Fig. 1: run 1, signal wires by layer
Bar = 20 µm. Only two layers are drawn.
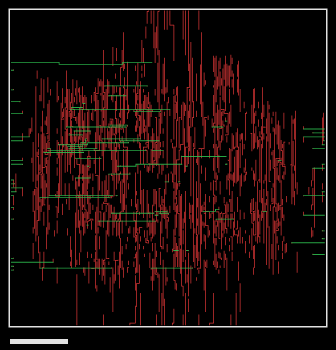
Fig. 2: run 1, routing congestion map
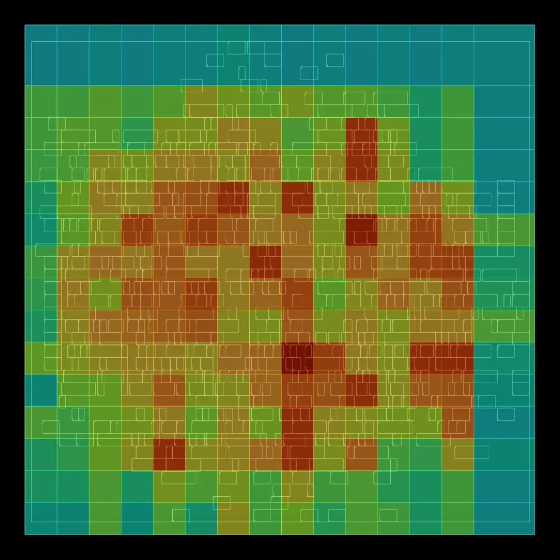
Fig. 3: run 1, cell area per tile
The die is cut into 11 by 11 equal tiles; black is low, pale yellow is high, 0 to 100% covered.
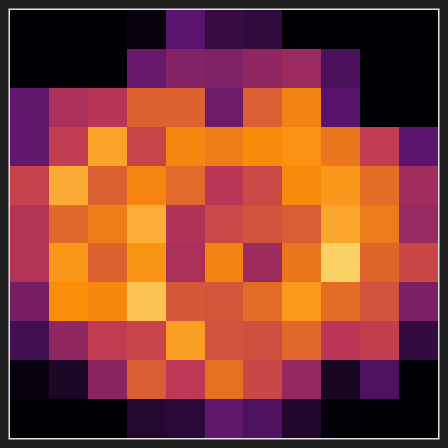
==> config.mk <==
export PLATFORM = sky130hd
export DESIGN_NAME = ema_magnitude_filter_flat
export DESIGN_NICKNAME = d
export VERILOG_FILES = /design/src/rtl/ema_magnitude_filter_pkg.sv /design/src/rtl/ema_magnitude_filter_if.sv /design/src/rtl/ema_magnitude_filter_settle_counter.sv /design/src/rtl/ema_magnitude_filter.sv /design/src/flat_wrapper.sv
export SDC_FILE = /design/constraint.sdc
export NUM_CORES = 1
export LEC_CHECK = 0
export CORE_UTILIZATION = 39
export CTS_BUF_LIST = sky130_fd_sc_hd__clkbuf_16
export CTS_CLUSTER_SIZE = 25
export DETAILED_ROUTE_END_ITERATION = 12
export GPL_ROUTABILITY_DRIVEN = 0
export PLACE_DENSITY = 0.71
export SKIP_LAST_GASP = 1
export SYNTH_ARGS = -nofsm -noshare
export SYNTH_HDL_FRONTEND = slang
export SYNTH_SLANG_ARGS = --single-unit
==> constraint.sdc <==
create_clock -name clk -period 5.6 [get_ports clk]
set_input_delay 1.68 -clock clk [delete_from_list [all_inputs] [get_ports clk]]
set_output_delay 1.68 -clock clk [all_outputs]
set_load 0.05 [all_outputs]
==> changes_impl.md, run 1 <==
## Flow update

- Slew headroom: 0.356
- Final slew viol count: 0
- Layout cell share with drive strength beyond 1: 0.0372
- Ys cells: 597
- Most used flip-flop cell: dfxtp_1
- Crit. End Element: flip-flop
- CTS tree: built
- Cell Count, Final, Fillers Out: 759
- Top cell area share: 0.182
- Cell Area, Synth: 4520 µm²
- Tot Pwr: around 1.4 mW
- Area growth, synth to finish: 15.3%
- # fillers: 1,142
- Num CTS Buffers: 5
- Setup Skew: between 6 and 7 ps
- Worst hold path type: reg2reg
- DIE WIDTH: 110 µm
- Number of diodes: 0
- Post-route ant nets: 0
- Status: complete, no violations
- Flip-flops with a built-in enable: 0
- Total negative setup slack: 0 ps
- Setup Crit Path Kind: in2reg
- Post-Syn Instances: a little under 600
- Sequential fraction of the synthesis area: 0.182
- Site row count: 38
- Fmax: 220 MHz
- Remaining DRCs: 0
- Clock transition at the registers of the reported paths: 70 ps
- Syn Area/Cell: roughly 7.6 µm²
- RSZ-0062 raised after global routing: false
- VDD IR max: 0.000123 V
- Internal reg-to-reg setup slack: 2450 ps
- Max-cap viol count: 0
- WHS Path Cells: 2
- Initial drt markers: approximately 260
- Placed insts: 751
- Worst-Margin Slew: 962 ps
- Port Buffers: a little under 60
- Die Size: 12,000 µm²
- Sink Count: between 40 and 50
- Worst EP arrival: 4710 ps
- Most area-consuming cells after synthesis: dfxtp_1, fa_1, inv_1
- Yosys warns: 0
- CTS resizes: 0
- HPWL after DPL: 9240 µm
-- Fig. 1 (at the start) --
Key: red = met2 [wire length 5,730 µm]; green = met3 [wire length 600 µm]
overall routing resource usage: 0.204
Post-Route WL: 11,800 µm
Vias: 4,189
Routed wire per std cell: 15.6 µm

-- Fig. 2 (at the start) --
met2 Use GR: 0.370
met1 Resource Use GR: 0.256

-- Fig. 3 (at the start) --
17% of the tiles are nearly empty. The fullest tile reaches 90%. The mean over all tiles is 42%. 11% of the tiles are over 75% full. The emptiest ninth of the die: north-east.
post-layout util: 0.470
FP Util: 0.408
core area: 11,100 µm²

[run 1: synthesized netlist by cell type, types with 6 or more instances]
cell type	number
o21ai_0	24
and3_1	6
buf_2	11
dfxtp_1	41
nand2_1	39
nor3_1	7
xnor2_1	21
or3_1	6
nand4_1	11
a21o_1	6
buf_4	27
nor2b_1	8
nor2_1	36
clkbuf_1	11
o221ai_1	9
a21oi_1	51
a31oi_1	6
a22oi_1	12
fa_1	27
ha_1	32
a211oi_1	9
o22ai_1	10
inv_1	116
[run 1: cell type report]
| cell class | instances | area, µm² | share of cell area |
|---|---|---|---|
| clock buffer | 5 | 125 | 0.0240 |
| inverter | 116 | 435 | 0.0836 |
| timing repair buffer | 63 | 621 | 0.119 |
| clock inverter | 3 | 68.8 | 0.0132 |
| sequential | 41 | 821 | 0.158 |
| tap | 140 | 175 | 0.0336 |
| multi-input combinational | 391 | 2960 | 0.569 |
[run 1: layout by cell type, fill, tap and decap left out, types with 5 or more instances in the layout]
master	n
a211oi_1	9
a21o_1	6
a21oi_1	51
a22oi_1	12
a31oi_1	6
and3_1	6
clkbuf_16	5
clkdlybuf4s50_1	59
dfxtp_1	41
fa_1	27
ha_1	32
inv_1	116
nand2_1	39
nand3_1	5
nand4_1	11
nor2_1	36
nor2b_1	8
nor3_1	7
o211ai_1	5
o21a_1	5
o21ai_0	24
o21ai_1	5
o221ai_1	9
o22ai_1	10
or3_1	6
xnor2_1	21
xor2_1	5
[run 1: metrics by stage]
step,util,cell area [µm²],worst slack (ps)
2_1_floorplan,-,4520,1630
3_3_place_gp,0.453,5010,847
3_5_place_dp,0.453,5010,774
4_1_cts,0.470,5210,1050
5_1_grt,0.470,5210,833
6_report,0.470,5210,1050
[run 1: layer usage]
layer,part of all wire,global-route usage
met2,0.48,0.370
met3,0.051,0.0261
met1,0.45,0.256
met4,0.015,0.0486
met5,0,0
[run 1: cells by family after synthesis]
| kind of cell | share of synthesized area |
|---|---|
| DFF | 0.182 |
| adders and majority gates | 0.208 |
| buffers and inverters | 0.163 |
| AOI/OAI and AO/OA | 0.236 |
| muxes | 0.00886 |
| and+or+nand+nor | 0.152 |
| xor gates and xnor gates | 0.0504 |
[run 1: critical path, stage by stage]
cell and delay (ps):
clkdlybuf4s50_1 500, inv_1 70, fa_1 500, inv_1 40, ha_1 340, nor2b_1 180, o2111ai_1 280, nand2_1 170
a31oi_1 410, o211ai_2 180, xnor2_1 230, o22ai_1 120
[run 1: power by group]
group / internal [mW] / switching [mW] / leakage, nW / total [mW]
sequential: 0.302 / 0.0158 / 0.333 / 0.318
combinational: 0.253 / 0.389 / 1.77 / 0.642
clock: 0.257 / 0.132 / 0.0944 / 0.390
total: 0.813 / 0.538 / 2.20 / 1.35
==> run 1 -> run 2 <==
Clock period 5.6 ns to 4.7 ns, I/O delays scaled along.
==> run 2 against run 1 <==
  * Non-clock buffer count is 5 higher
  * Core utilization increased by 0.34 points
  * Register-to-register slack lost 940 ps
  * Routed wire length up 4.6%
  * Sequential share of layout area down 0.11 points
  * Clock power is 21% higher
  * Largest cell class unchanged
  * Largest power group unchanged
  * Highest routed layer unchanged
==> changes_impl.md, run 2 <==
## Flow update

- Status: complete, no violations
- Post-route ant nets: 0
- Yosys warns: 0
- Drt pass-1 iters: 4
- Post-Syn Instances: a little under 600
- Max-cap viol count: 0
- Worst-Margin Slew: approximately 1000 ps
- Number of diodes: 0
- Area growth, synth to finish: 16.1%
- Syn Area/Cell: around 7.6 µm²
- Port Buffers: 59
- Most numerous cell in the Yosys netlist: inv_1
- Internal reg-to-reg setup slack: 1510 ps
- Sequential fraction of the synthesis area: 0.182
- Vias: roughly 4,200
- CTS resizes: 0
- Total negative setup slack: 0 ps
- DIE WIDTH: 110 µm
- FP Util: 0.408
- # fillers: 1,093
- Top cells excl fill/tap: inv_1, clkdlybuf4s50_1, a21oi_1
- Post-Route WL: 12,400 µm
- Most area-consuming cells after synthesis: dfxtp_1, fa_1, inv_1
- Most used flip-flop cell: dfxtp_1
- RSZ-0062 raised after global routing: false
- Final setup fails: 0
- Sink Count: a little over 40
- Routed wire per std cell: 16.2 µm
- Die Size: 12,000 µm²
- Clock transition at the registers of the reported paths: 70 ps
- Crit. End Element: flip-flop
- Slew headroom: 0.302
- Core area: between 10,000 and 15,000 µm²
- Final slew viol count: 0
- Remaining DRCs: 0
- Worst hold path type: reg2reg
- Cts hold-fix bufs: 0
- Fmax: 233 MHz
- Setup Skew: 6.64 ps
- Top cell area share: 0.182
- Setup Crit Path Kind: in2reg
- WHS Path Cells: 2
- Worst EP arrival: 4490 ps
- Num CTS Buffers: 5
- Most frequent cells after synthesis: inv_1, a21oi_1, dfxtp_1, nand2_1, nor2_1
- Flip-flops with a built-in enable: 0
- Ys cells: 597
- Initial drt markers: 257
run 2: cell counts after synthesis:
No cell type changed its count.
run 2: report_power, final:
group	total (mW)	leakage (nW)	internal, mW	switching (mW)
Combinational	0.779	1.79	0.311	0.468
Clock	0.470	0.0944	0.307	0.163
Sequential	0.379	0.333	0.360	0.0187
Total	1.63	2.22	0.977	0.650
run 2: worst max-delay path: stages:
cell and delay [ps]:
clkdlybuf4s50_1 460, inv_1 70, fa_1 490, inv_1 40, ha_1 360, a21o_1 190, a31oi_1 270, a21oi_2 130
o211ai_1 440, a21boi_1 130, o31a_1 290, a211oi_1 210
run 2: through the flow:
| step | instance area (µm²) | hold WS, ps | setup WS, ps | std cells |
|---|---|---|---|---|
| 4_1_cts | 5250 | 489 | 443 | 764 |
| 5_1_grt | 5250 | 512 | 228 | 764 |
| 6_report | 5250 | 494 | 416 | 764 |
| 3_3_place_gp | 5050 | 472 | 224 | 756 |
| 2_1_floorplan | 4520 | 454 | 1000 | 597 |
| 3_5_place_dp | 5050 | 480 | 165 | 756 |
run 2: cells by family (layout without fill, tap and decap cells):
| group | after synthesis | in the layout | share of synthesized area |
|---|---|---|---|
| AND-OR/OR-AND | 166 | 166 | 0.236 |
| buffers and inverters | 165 | 192 | 0.163 |
| AND/OR/NAND/NOR | 136 | 136 | 0.152 |
| adder cells (fa/ha/maj) | 59 | 59 | 0.208 |
| flip-flops | 41 | 41 | 0.182 |
| XOR/XNOR | 26 | 26 | 0.0504 |
| multiplexers | 4 | 4 | 0.00886 |
run 2: routing by layer:
metal	wire length, µm	share of wire	vias to the layer above	track usage
met5	0	0	-	0
met4	191	0.015	0	0.0610
met3	866	0.070	16	0.0314
met2	5880	0.47	174	0.378
met1	5450	0.44	2015	0.275
li1	-	-	2044	-
run 2: cell type report:
cell class	instances	area [µm²]	area share
Tap cell	140	175	0.0334
Clock inverter	3	68.8	0.0131
Timing Repair Buffer	68	658	0.125
Inverter	116	435	0.0830
Clock buffer	5	125	0.0238
Multi-Input combinational cell	391	2960	0.565
Sequential cell	41	821	0.156
Fig. 4: run 2, routing congestion map
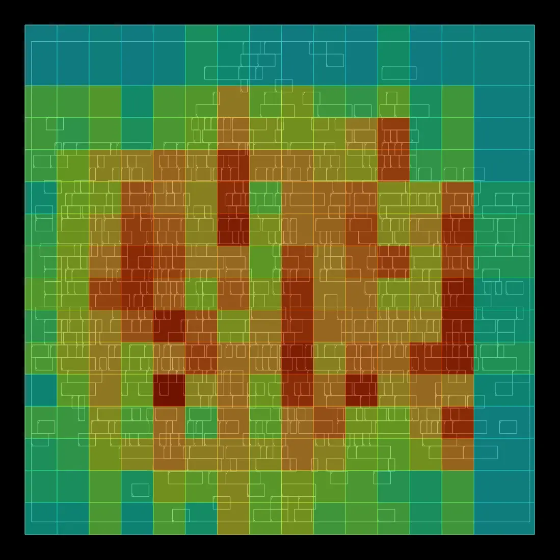
met2 Use GR: 0.378
gr busiest metal: met2
overall routing resource usage: 0.216
post-layout util: 0.474
GRT met3 Usage: 0.0314

Fig. 5: run 2, placed cells, one colour a class
Bar = 20 µm. Fill, decap, tap and diode cells in grey.
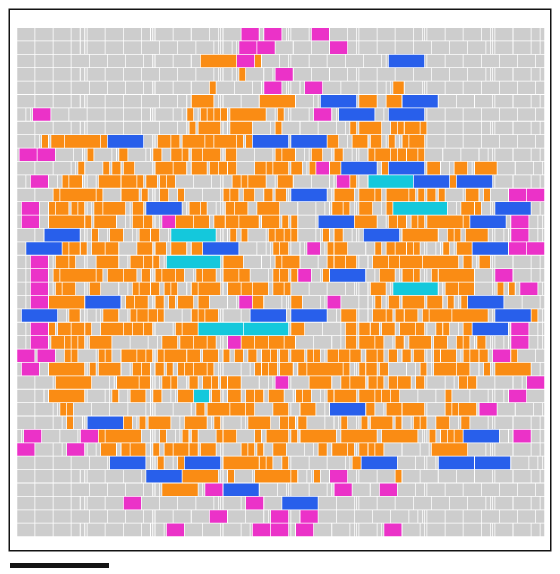
Key: cyan = clock drivers and dummy loads [cells 8, share of their area 3.8%]; magenta = other buffers and delay cells [cells 68, share of their area 13%]; blue = flip-flops [cells 41, share of their area 16%]; orange = all other logic [cells 507, share of their area 67%]
final instance area: 5250 µm²
flop share of the area: 0.156
site row count: 38

No activity file was given, so power comes from the tool's default toggle rates.
